[config.mk]
export PLATFORM = sky130hd
export DESIGN_NAME = mem_port_arbiter
export DESIGN_NICKNAME = d
export VERILOG_FILES = /design/src/rtl/mem_port_arbiter.sv
export SDC_FILE = /design/constraint.sdc
export NUM_CORES = 1
export LEC_CHECK = 0
export CORE_UTILIZATION = 44
export DETAILED_ROUTE_END_ITERATION = 6
export HOLD_SLACK_MARGIN = 0.02
export PLACE_DENSITY = 0.86
export SLEW_MARGIN = 25
export SYNTH_ARGS = -nofsm -noshare
export SYNTH_HDL_FRONTEND = slang
export SYNTH_SLANG_ARGS = --single-unit
[constraint.sdc]
create_clock -name clk_i -period 4.2 [get_ports clk_i]
set_input_delay 0.84 -clock clk_i [delete_from_list [all_inputs] [get_ports clk_i]]
set_output_delay 0.84 -clock clk_i [all_outputs]
set_load 0.01 [all_outputs]
[src/rtl/mem_port_arbiter.sv]
// Single-ported RAM arbiter between the fetch stage and the memory stage.
// Sequences each access through programmable wait states and counts fetch starvation.
module mem_port_arbiter #(
  parameter int unsigned WAIT_STATES = 1,
  parameter int unsigned CNT_W       = 16
) (
  input  logic             clk_i,
  input  logic             reset_i,
  input  logic             if_req_i,
  input  logic [31:0]      if_addr_i,
  output logic [31:0]      if_rdata_o,
  output logic             if_ack_o,
  input  logic             mem_req_i,
  input  logic             mem_we_i,
  input  logic [31:0]      mem_addr_i,
  input  logic [31:0]      mem_wdata_i,
  input  logic [3:0]       mem_wstrb_i,
  output logic [31:0]      mem_rdata_o,
  output logic             mem_ack_o,
  output logic             ram_en_o,
  output logic [3:0]       ram_we_o,
  output logic [31:0]      ram_addr_o,
  output logic [31:0]      ram_wdata_o,
  input  logic [31:0]      ram_rdata_i,
  output logic             stall_fetch_o,
  output logic             stall_mem_o,
  output logic [CNT_W-1:0] conflict_cnt_o
);

  typedef enum logic [1:0] {
    IDLE   = 2'd0,
    ACCESS = 2'd1,
    ACK    = 2'd2
  } state_e;

  localparam logic [2:0] WAIT_INIT = 3'(WAIT_STATES);

  state_e           state_r;
  logic             owner_r;
  logic [2:0]       wcnt_r;
  logic             we_r;
  logic [31:0]      addr_r;
  logic [31:0]      wdata_r;
  logic             ram_en_r;
  logic [3:0]       ram_we_r;
  logic             if_ack_r;
  logic             mem_ack_r;
  logic [31:0]      if_rdata_r;
  logic [31:0]      mem_rdata_r;
  logic [CNT_W-1:0] cnt_r;
  logic             conflict_s;
  logic             cnt_sat_s;

  // Access sequencer: grant, wait-state countdown, read capture and ack pulse
  always_ff @(posedge clk_i) begin
    if (reset_i) begin
      state_r     <= IDLE;
      owner_r     <= 1'b0;
      wcnt_r      <= 3'd0;
      we_r        <= 1'b0;
      addr_r      <= 32'h0000_0000;
      wdata_r     <= 32'h0000_0000;
      ram_en_r    <= 1'b0;
      ram_we_r    <= 4'b0000;
      if_ack_r    <= 1'b0;
      mem_ack_r   <= 1'b0;
      if_rdata_r  <= 32'h0000_0000;
      mem_rdata_r <= 32'h0000_0000;
    end else begin
      if_ack_r  <= 1'b0;
      mem_ack_r <= 1'b0;
      case (state_r)
        IDLE: begin
          // Data side wins ties: it belongs to the older instruction
          if (mem_req_i) begin
            owner_r  <= 1'b1;
            addr_r   <= mem_addr_i;
            wdata_r  <= mem_wdata_i;
            we_r     <= mem_we_i;
            ram_we_r <= mem_we_i ? mem_wstrb_i : 4'b0000;
            ram_en_r <= 1'b1;
            wcnt_r   <= WAIT_INIT;
            state_r  <= ACCESS;
          end else if (if_req_i) begin
            owner_r  <= 1'b0;
            addr_r   <= if_addr_i;
            wdata_r  <= 32'h0000_0000;
            we_r     <= 1'b0;
            ram_we_r <= 4'b0000;
            ram_en_r <= 1'b1;
            wcnt_r   <= WAIT_INIT;
            state_r  <= ACCESS;
          end else begin
            state_r <= IDLE;
          end
        end
        ACCESS: begin
          if (wcnt_r != 3'd0) begin
            wcnt_r <= wcnt_r - 3'd1;
          end else begin
            ram_en_r <= 1'b0;
            ram_we_r <= 4'b0000;
            state_r  <= ACK;
            if (owner_r) begin
              mem_ack_r <= 1'b1;
              if (!we_r) begin
                mem_rdata_r <= ram_rdata_i;
              end
            end else begin
              if_ack_r   <= 1'b1;
              if_rdata_r <= ram_rdata_i;
            end
          end
        end
        ACK: begin
          state_r <= IDLE;
        end
        default: begin
          state_r <= IDLE;
        end
      endcase
    end
  end

  // Fetch is starved when it waits on a data access that holds or is about to take the RAM
  assign conflict_s = if_req_i &
                      (((state_r != IDLE) & owner_r) | ((state_r == IDLE) & mem_req_i));
  assign cnt_sat_s  = &cnt_r;

  // Saturating fetch-starvation counter
  always_ff @(posedge clk_i) begin
    if (reset_i) begin
      cnt_r <= '0;
    end else if (conflict_s && !cnt_sat_s) begin
      cnt_r <= cnt_r + CNT_W'(1);
    end else begin
      cnt_r <= cnt_r;
    end
  end

  assign if_rdata_o     = if_rdata_r;
  assign if_ack_o       = if_ack_r;
  assign mem_rdata_o    = mem_rdata_r;
  assign mem_ack_o      = mem_ack_r;
  assign ram_en_o       = ram_en_r;
  assign ram_we_o       = ram_we_r;
  assign ram_addr_o     = addr_r;
  assign ram_wdata_o    = wdata_r;
  assign stall_fetch_o  = if_req_i & ~if_ack_r;
  assign stall_mem_o    = mem_req_i & ~mem_ack_r;
  assign conflict_cnt_o = cnt_r;

endmodule
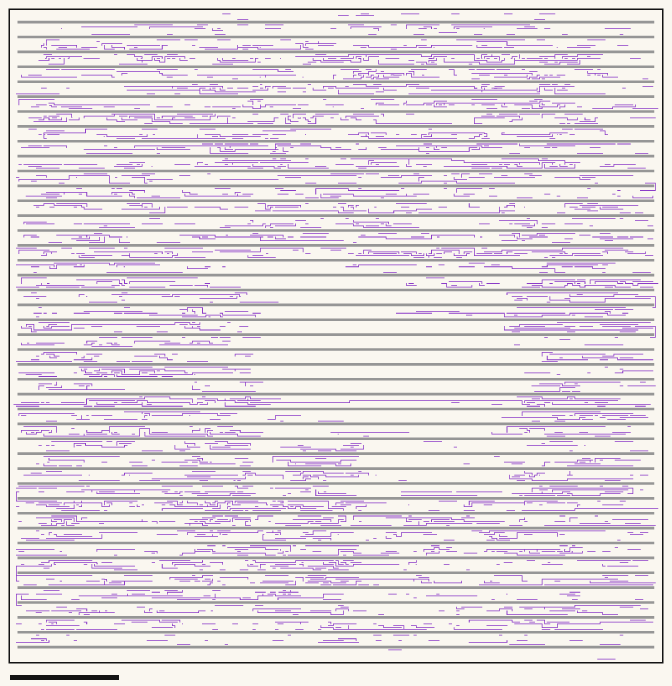
Fig. 1. Signal wires on met1.
Scale bar: 20 µm. Supply wires on this layer in grey.
- share of all routed wire: 40%
- longest straight run: 31.5 µm
- main direction: horizontal
- nets with wire on the layer: 982
- wire length on this layer: 7330 µm

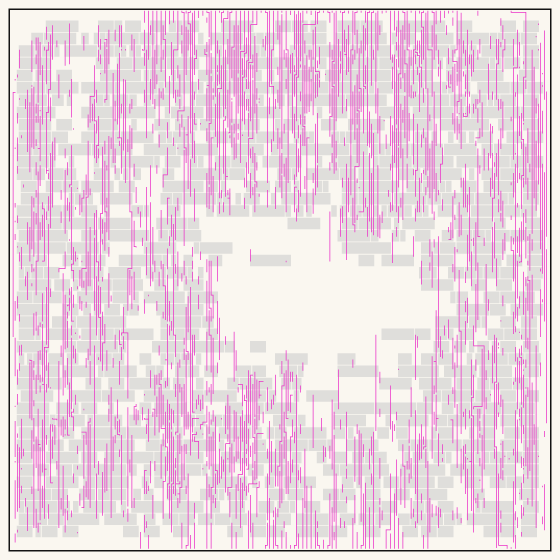
Fig. 2. The metal 2 layer.
Cells faint in the background.
- share of all routed wire: 49%
- longest straight run: 53.9 µm
- nets with wire on the layer: 932
- main direction: vertical
- wire length on this layer: 9040 µm

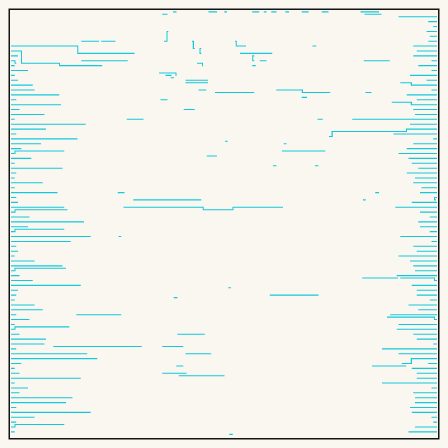
Fig. 3. Met3 routing.
- main direction: horizontal
- nets with wire on the layer: 200
- share of all routed wire: 8.4%

==> flow_summary.json <==
{
  "warnings": 26,
  "max_stage_delay_ns": 0.66,
  "start_kind": "primary input",
  "clock_latency_ns": 0.41,
  "taps": 176,
  "ff_count": 158,
  "total_power_mw": 4.11,
  "path_depth": 3,
  "ys.flops": 158,
  "fp-row-count": 42,
  "outcome": "completed",
  "top_layer_used": "met4",
  "crit_buf_inv": 2,
  "port_buffers": 289,
  "die_h_um": 119,
  "firstDrtPassIters": 5,
  "logic_gate_count": 482,
  "ant_nets": 0,
  "fillCellCount": 985,
  "mostFrequentLayoutCell": "clkdlybuf4s50_1",
  "vias": 6039,
  "rr_endpoint": "mem_rdata_o[26]",
  "initialDrtViolationCount": 420,
  "clk_path_buf_depth": 2,
  "route.layer.met1.wl_mm": 7.33,
  "power_frac_seq_pct": 41.0,
  "viasPerCell": 5.25,
  "fa_ha_area_share_pct": 0.621,
  "antenna_found_initial": 0,
  "ys_seq_share_pct": 52.4,
  "switchingPower_mw": 1.07,
  "drive_gt1_share_pct": 5.54,
  "setup.worst_path.end_class": "primary output",
  "clkCellAreaFrac_pct": 6.50,
  "clock-sinks": 158,
  "buffer_area_share_pct": 30.7,
  "core_um2": 13300,
  "hold_depth": 2,
  "n_all_inverters": 5,
  "dominant_cells": "flip-flops and latches",
  "synth_nets": 839,
  "skew_ns": 0.00628,
  "cts_buffers": 17,
  "maxPowerGroup": "sequential cells",
  "critPathTopFamily": "buffers and inverters",
  "place.gp.congestion": 0.799,
  "pwr-share-clk_pct": 39.7,
  "regArea_um2": 3160,
  "syn_to_final_growth_pct": 59.8,
  "first_global_vias": 5890,
  "stdcell_count": 1150,
  "cts_tree": "built",
  "timing.hold.ws_ns": 0.452,
  "avgSynthCellArea_um2": 8.64,
  "p_comb_uw": 794,
  "yosysTopAreaCell": "dfxtp_1",
  "grt_start_max_net_pins": 93,
  "tns_ns": 0,
  "synth_area_um2": 6040,
  "grt_first_pass_wirelength_mm": 29.3,
  "ys_sh_simple_pct": 19.5,
  "required_ns": 3.36,
  "fin_area_um2": 9660,
  "clk-power_mw": 1.63,
  "slew_viol_final": 0,
  "dominantRegCellSynth": "dfxtp_1",
  "post_cts_buffers": 0,
  "comb_share_pct": 27.6,
  "n_clock_buffer": 19,
  "initial_core_util_pct": 45.4,
  "nNetsFinal": 1102,
  "hold_path_class": "reg -> reg",
  "rsz0062_at_grt": "false",
  "yosysMostFrequentCell": "dfxtp_1",
  "switching_share_pct": 25.9,
  "wl_met3_mm": 1.55,
  "cts-hold-fix-buffers": 0,
  "top_cells_by_count": "dfxtp_1, nand2_1, a21oi_1, nor2_1, clkbuf_1",
  "wirelength_mm": 18.5,
  "muxShareOfSynthArea_pct": 6.23,
  "buffers": 298,
  "synthTopLogicFamily": "simple AND/OR/NAND/NOR gates",
  "synth-edff-count": 0,
  "clkTransAtPathRegs_ns": 0.06,
  "fin_crit_ns": 3.08,
  "diodes": 0,
  "yosysChipArea_um2": 6040,
  "worstSetupEndpoint": "stall_fetch_o",
  "drv_cap": 0,
  "synth_cells": 699,
  "slew_headroom_pct": 35.2,
  "crit_path_start": "if_req_i",
  "critPathMostFrequentCell": "clkdlybuf4s50_1",
  "worstSetupPathType": "in -> out",
  "worstMarginPinSlew_ns": 0.972,
  "rr_worst_depth": 8,
  "overflow": 0,
  "setup_ws_ns": 1.12,
  "wl_met2_mm": 9.04,
  "hold_viol_final": 0,
  "grt.met2_usage_pct": 45.4,
  "die_w_um": 119,
  "ys_sh_aoi_pct": 17.3,
  "cellPowerDensity_nw_per_um2": 426,
  "crit_path_max_fanout": 7,
  "worstPathCellList": "clkdlybuf4s50_1 -> nor2b_1 -> clkdlybuf4s50_1",
  "finalSetupViolations": 0,
  "placed_cells": 1119,
  "cts_resized": 0,
  "min_to": "if_rdata_o[21]",
  "period_used_pct": 73.4,
  "seq_area_share_pct": 32.8,
  "yosysTopAreaCellShare_pct": 52.4,
  "yosys_warnings": 0,
  "peakVddDrop_uv": 274,
  "p_int_mw": 3.05,
  "synth.distinct_cells": 38,
  "ys_sh_xor_pct": 0,
  "htree_levels": 4,
  "p_leak_nw": 3.50,
  "final-comb-area_um2": 2660,
  "p_comb_share_pct": 19.3,
  "final_cell_mix": "clkdlybuf4s50_1, dfxtp_1, nand2_1",
  "min_from": "if_rdata_o[21]",
  "cts-root-buf": "clkbuf_16",
  "hpwl_mm": 13.0,
  "crit_slowest_cell": "clkdlybuf4s50_1",
  "yosys-top-cells-area": "dfxtp_1, nand2_1, a21oi_1",
  "chip_area_um2": 14200,
  "drc_errors": 0,
  "max_freq_mhz": 324,
  "io_pins": 290,
  "worst_ep_arrival_time_ns": 2.24,
  "place_area_um2": 9030,
  "seq_power_mw": 1.69,
  "regToRegSetupSlack_ns": 1.67,
  "synthArstFlopShare_pct": 0
}
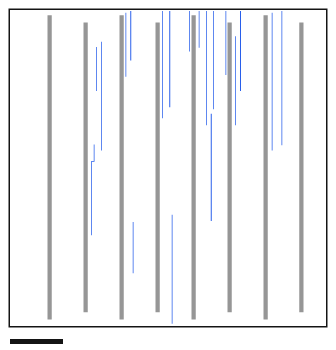
Fig. 4. Met4 routing.
Scale bar: 20 µm. Supply wires on this layer in grey.
- wire length on this layer: 608 µm
- longest straight run: 51.7 µm
- nets with wire on the layer: 17
- main direction: vertical

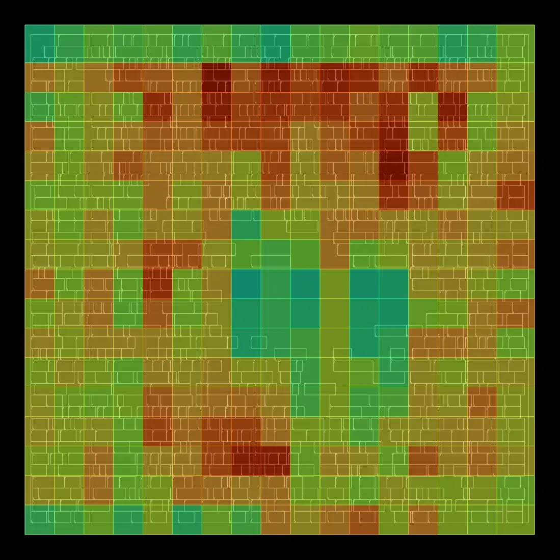
Fig. 5. Congestion heat map.
Overall Global Routing Usage: 26.1%
post-DR wirelength/cell: 16.1 µm
grt met3 use: 8.38%
final core utilization: 72.6%
met1 Use GR: 29.0%

No activity file was given, so power comes from the tool's default toggle rates.
